==> config.mk <==
export PLATFORM = sky130hd
export DESIGN_NAME = hilo_sequencer
export DESIGN_NICKNAME = d
export VERILOG_FILES = /design/src/rtl/hilo_sequencer.sv
export SDC_FILE = /design/constraint.sdc
export NUM_CORES = 1
export LEC_CHECK = 0
export CORE_MARGIN = 2
export CORE_UTILIZATION = 39
export DETAILED_ROUTE_END_ITERATION = 8
export HOLD_SLACK_MARGIN = 0.06
export PLACE_DENSITY = 0.76
export SYNTH_ARGS = -nofsm -noshare
export SYNTH_HDL_FRONTEND = slang
export SYNTH_SLANG_ARGS = --single-unit
==> constraint.sdc <==
create_clock -name clk -period 1.5 [get_ports clk]
set_input_delay 0.3 -clock clk [delete_from_list [all_inputs] [get_ports clk]]
set_output_delay 0.3 -clock clk [all_outputs]
set_load 0.1 [all_outputs]
==> src/rtl/hilo_sequencer.sv <==
// hilo_sequencer: launches the multi-cycle multiplier/divider engines with a
// single start pulse and stable operands. It waits for a fresh completion
// flag and captures the 64-bit result into the HI/LO pair. It stalls the
// control unit through busy, serves MTHI/MTLO/MFHI/MFLO in one cycle, and
// keeps sticky divide-by-zero and timeout flags.
module hilo_sequencer #(
  parameter int TIMEOUT = 64,
  parameter int DATA_W  = 32
) (
  input  logic              clk,
  input  logic              reset,
  input  logic              op_valid,
  input  logic [2:0]        op_code,
  input  logic [DATA_W-1:0] op_a,
  input  logic [DATA_W-1:0] op_b,
  output logic              mult_start,
  output logic [DATA_W-1:0] mult_a,
  output logic [DATA_W-1:0] mult_b,
  input  logic              mult_done,
  input  logic [DATA_W-1:0] mult_hi,
  input  logic [DATA_W-1:0] mult_lo,
  output logic              div_start,
  output logic [DATA_W-1:0] div_a,
  output logic [DATA_W-1:0] div_b,
  input  logic              div_done,
  input  logic [DATA_W-1:0] div_hi,
  input  logic [DATA_W-1:0] div_lo,
  output logic [DATA_W-1:0] hi,
  output logic [DATA_W-1:0] lo,
  output logic [DATA_W-1:0] rd_data,
  output logic              rd_valid,
  output logic              busy,
  output logic              err_div0,
  output logic              err_timeout,
  input  logic              err_clr
);

  // Counter must be able to hold TIMEOUT itself.
  localparam int CNT_W = $clog2(TIMEOUT + 1);

  localparam logic [2:0] OP_MULT = 3'b001;
  localparam logic [2:0] OP_DIV  = 3'b010;
  localparam logic [2:0] OP_MTHI = 3'b011;
  localparam logic [2:0] OP_MTLO = 3'b100;
  localparam logic [2:0] OP_MFHI = 3'b101;
  localparam logic [2:0] OP_MFLO = 3'b110;

  typedef enum logic [2:0] {
    S_IDLE  = 3'd0,
    S_LOAD  = 3'd1,
    S_ARM   = 3'd2,
    S_WAIT  = 3'd3,
    S_WRITE = 3'd4
  } state_t;

  typedef enum logic {
    SEL_MULT = 1'b0,
    SEL_DIV  = 1'b1
  } sel_t;

  state_t             state;
  sel_t               sel;
  logic [CNT_W-1:0]   cnt;

  logic               sel_done;
  logic [DATA_W-1:0]  sel_hi;
  logic [DATA_W-1:0]  sel_lo;
  logic               timeout_hit;

  // Route the active engine's completion flag and result; the other engine
  // is ignored entirely.
  assign sel_done    = (sel == SEL_DIV) ? div_done : mult_done;
  assign sel_hi      = (sel == SEL_DIV) ? div_hi   : mult_hi;
  assign sel_lo      = (sel == SEL_DIV) ? div_lo   : mult_lo;

  // The cycle whose edge would bring the counter to TIMEOUT is the last one
  // allowed in ARM/WAIT; >= keeps the abort reachable even if it is skipped.
  assign timeout_hit = (cnt >= CNT_W'(TIMEOUT - 1));

  assign busy        = (state != S_IDLE);

  // Sequencer FSM with registered engine controls, HI/LO bank, read port and
  // sticky error flags.
  always_ff @(posedge clk) begin
    if (reset) begin
      state       <= S_IDLE;
      sel         <= SEL_MULT;
      cnt         <= '0;
      mult_start  <= 1'b0;
      mult_a      <= '0;
      mult_b      <= '0;
      div_start   <= 1'b0;
      div_a       <= '0;
      div_b       <= '0;
      hi          <= '0;
      lo          <= '0;
      rd_data     <= '0;
      rd_valid    <= 1'b0;
      err_div0    <= 1'b0;
      err_timeout <= 1'b0;
    end else begin
      // Start and read strobes are single-cycle unless re-asserted below.
      mult_start <= 1'b0;
      div_start  <= 1'b0;
      rd_valid   <= 1'b0;

      // Clearing comes first so an error raised in this same cycle wins.
      if (err_clr) begin
        err_div0    <= 1'b0;
        err_timeout <= 1'b0;
      end

      case (state)
        S_IDLE: begin
          if (op_valid) begin
            case (op_code)
              OP_MULT: begin
                mult_a     <= op_a;
                mult_b     <= op_b;
                sel        <= SEL_MULT;
                mult_start <= 1'b1;
                state      <= S_LOAD;
              end
              OP_DIV: begin
                if (op_b == '0) begin
                  // Never launch the divider on a zero divisor.
                  err_div0 <= 1'b1;
                end else begin
                  div_a     <= op_a;
                  div_b     <= op_b;
                  sel       <= SEL_DIV;
                  div_start <= 1'b1;
                  state     <= S_LOAD;
                end
              end
              OP_MTHI: hi <= op_a;
              OP_MTLO: lo <= op_a;
              OP_MFHI: begin
                rd_data  <= hi;
                rd_valid <= 1'b1;
              end
              OP_MFLO: begin
                rd_data  <= lo;
                rd_valid <= 1'b1;
              end
              default: ;
            endcase
          end
        end

        // Start pulse is visible during this cycle; arm the watchdog.
        S_LOAD: begin
          cnt   <= '0;
          state <= S_ARM;
        end

        // A done still high from the previous operation must not be taken as
        // completion: wait for the engine to drop it first.
        S_ARM: begin
          cnt <= cnt + CNT_W'(1);
          if (timeout_hit) begin
            err_timeout <= 1'b1;
            state       <= S_IDLE;
          end else if (!sel_done) begin
            state <= S_WAIT;
          end
        end

        // A completion seen on the last permitted cycle still counts.
        S_WAIT: begin
          cnt <= cnt + CNT_W'(1);
          if (sel_done) begin
            state <= S_WRITE;
          end else if (timeout_hit) begin
            err_timeout <= 1'b1;
            state       <= S_IDLE;
          end
        end

        // Result bits go into HI/LO verbatim.
        S_WRITE: begin
          hi    <= sel_hi;
          lo    <= sel_lo;
          state <= S_IDLE;
        end

        default: state <= S_IDLE;
      endcase
    end
  end

endmodule

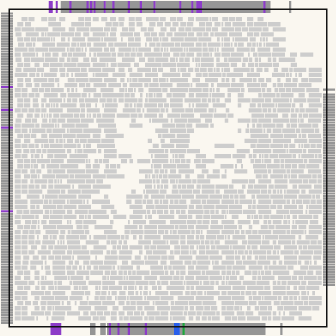
*Pin placement*
Pins as bars across the die edge, other pins in grey.
[`rd_data`] purple | pins: 32 | direction: output | edge: 18 top, 10 bottom, 4 left
[`op_code`] blue | pins: 3 | direction: input | edge: bottom
[`mult_start`] green | pins: 1 | direction: output | edge: bottom
all pins by edge: 126 top, 123 left, 105 bottom, 77 right
port bufs: 430
Die Span Y: 169 um
die x size: 169 um

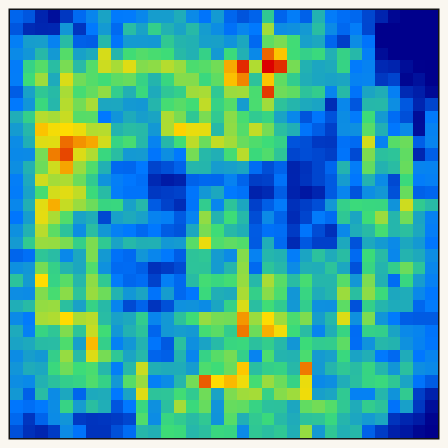
*Wiring heat map*
34 x 34 tiles, from dark blue (low) to red (high), scaled to the fullest tile. Values are wire area over tile area, all layers added.
mean over tiles: 0.31
fullest tile: 0.80
tiles over half the peak: 24%

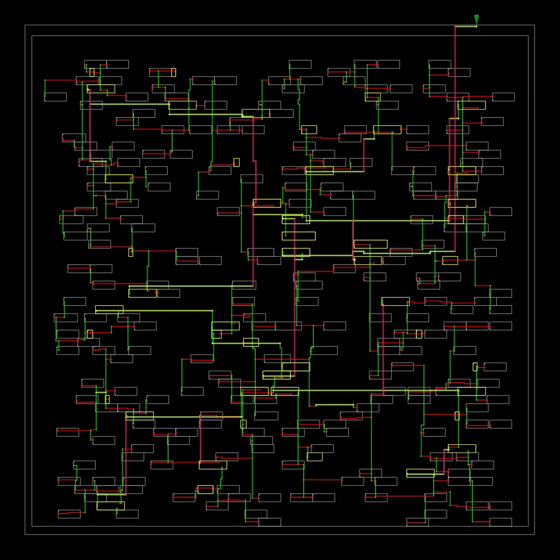
*The clock network*
clock buffer count: 40
clock net sink count: 240
clk pwr: 6.75 mW
Clock Latency Late Sink: 540 ps
CTS Buf Count: 27

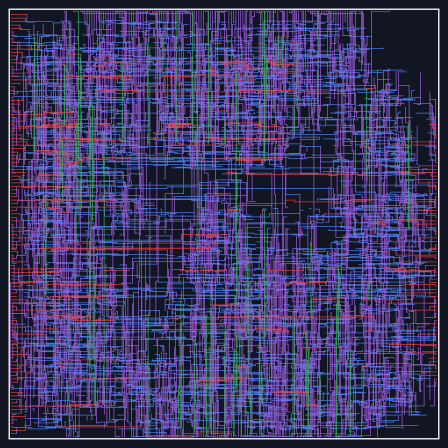
*Metal layers overlaid*
[met4] green | wire length: 3580 um
[met2] purple | wire length: 26.4 mm
[met3] red | wire length: 3560 um
[met1] blue | wire length: 18900 um
gr usage total: 33.5%
vias: 12072
Post-Route WL: 52400 um
routed length per instance: 24.5 um

==> reports/results.tsv <==
metric	value	unit
crit path DAT	1520	ps
slowest cell on the critical path	dfxtp_4	
status	finished, violations left	
Synth Register Bits	240	
fin util	82.9	%
Synth Cell Area	10700	um2
worst clock skew	15.6	ps
die area	28700	um2
commonest non-fill, non-tap cells in the layout	buf_12 (279), dfxtp_1 (221), clkdlybuf4s50_1 (165)	
DRC Markers	0	
max cap viols	0	
flop2flop setup slack	-290	ps
Register-to-Register Path Depth	8	
largest net degree at the start of global routing	46	
Tmin final	1820	ps
first-pass GRT wire length	73400	um
ys async rst share	0	%
Final Hold Viols	0	
CTS tree	yes	
cell depth of the worst setup path	4	
leading area contributor after synthesis	dfxtp_1	
worst slack, placed	-679	ps
RR Startpoint	state[2]	
Ys Warns	0	
Mean Syn Cell Area	8.97	um2
Required @ worst endpoint	1200	ps
Commonest Layout Cell	buf_12	
top-area cell type share of the netlist area	45.0	%
Hold Crit Start	op_b[24]	
Comb power frac	25.2	%
switching power	5.53	mW
crit path launch	state[2]	
post-place instance area	18700	um2
synth cell count leaders	dfxtp_1 (240), nand2_1 (198), mux2i_1 (162)	
fill cell count	1310	
worst rel slew slack	71.3	%
# H-tree levels	1	
CP Max Fanout	2	
crit-path cells	nor3_4, buf_6, clkinvlp_4, buf_12	
Area Growth Syn to Fin	109	%
Post-synth EDFFs	0	
vias in the first global route	12289	
Hold Buf Count CTS	0	
Hold WC Path Type	input pin to flip-flop	
Synth Instances	1190	
largest cells by area after synthesis	dfxtp_1 (45%), mux2i_1 (15%), nand2b_1 (7.5%)	
count of tool warnings	29	
gp weighted congestion	0.875	
TNS Setup	-41890	ps
Syn Nets	1392	
worst path bufs/invs	3	
CP delay by family, top	buffers and inverters	
CP Capture Type	primary output	
Reg clk slew, reported paths	70	ps
drt first-iter violations	873	
FP Util	39.6	%
drt first pass iters	5	
failing checks	negative setup slack	
Seq/Total Area, Yosys	45.0	%
antenna-violating nets left	0	
Clock Power Share	37.4	%
standard-cell row count	60	
total gr overflow	0	
fin crit share	122	%
Worst setup SP type	flip-flop	
final tally of setup violations	231	
class of the most critical setup path	flip-flop to primary output	
clk root buf	clkbuf_16	
Slew Limit Fails	0	
sink of the worst hold path	mult_b[24]	
Yosys Instances	1190	
hpwl dp	30100	um
Top FF cell, synth	dfxtp_1	
Leakage	8.55	nW
Internal	12.5	mW
initial antenna violation count	3	
Power Density	809	nW/um2
hold path depth	3	
f_max	548	MHz
core footprint	27000	um2
r2r endpoint	div_b[21]	
Sw Share	30.6	%
end point of the critical path	busy	
Worst VDD drop	0.599	mV
share of post-route cells with drive strength above 1	41.2	%
yosys stat chip area	10700	um2
Flop pwr share	37.5	%
Yosys top cell by instances	dfxtp_1	
fin area	22300	um2
worst setup margin	-323	ps
CTS Buffer Depth	3	
Least-Margin Pin Slew	427	ps
unique cell type count in the Yosys netlist	46	
RSZ-0062 raised after global routing	yes	
final net count	1982	
I/O pin cnt	431	
CP max stage delay	360	ps
Via-to-Cell Ratio	5.64	
-- layout make-up --
class	count	area [um2]	area share, %
Inverter	3	15.0	0.0672
Antenna cell	3	7.51	0.0336
Multi-Input combinational cell	849	6340	28.4
Sequential cell	240	4840	21.7
Tap cell	341	427	1.91
Timing Repair Buffer	659	9820	44.0
Clock inverter	7	88.8	0.398
Clock buffer	40	795	3.56
-- sequential cells by signal, indices dropped and copies added, names as in the netlist, 3 cells and up --
register	flops
cnt	7
div_a	32
div_b	32
hi	32
lo	32
mult_a	32
mult_b	32
rd_data	32
state	3
-- repair_timing --
action                     4_1_cts  5_1_grt
cloned                          34        5
resized                        168      231
buffers inserted                45       13
setup endpoints to repair      236      246
pin swaps                       81       88
-- power by group through the flow --
stage	clock [mW]	sequential (mW)	combinational [mW]
3_5_place_dp	0	6.91	3.88
2_1_floorplan	0	8.03	0.798
6_report	6.75	6.77	4.55
4_1_cts	6.75	6.76	4.32
5_1_grt	7.06	6.79	4.67
3_3_place_gp	0	6.90	3.83
-- logic make-up after synthesis --
group	count (synthesis)	share of synthesized area, %
AOI/OAI and AO/OA	244	14.9
xor gates and xnor gates	2	0.164
muxes	164	15.4
and+or+nand+nor	438	19.6
adders and majority gates	1	0.117
buffers and inverters	101	4.87
DFF	240	45.0
-- per-stage QoR --
stage          hold slack, ps  cells  total power [mW]
4_1_cts                   141   2127              17.8
3_3_place_gp              469   2002              10.7
6_report                  133   2142              18.1
2_1_floorplan             436   1190              8.83
3_5_place_dp              480   2002              10.8
5_1_grt                   130   2142              18.5
-- per-layer routing --
metal | global-route usage [%] | wire length, um
met4 | 19.0 | 3580
met1 | 38.1 | 18900
met5 | 0 | 0
met2 | 58.9 | 26400
met3 | 6.20 | 3560
Power and IR drop assume default switching activity.
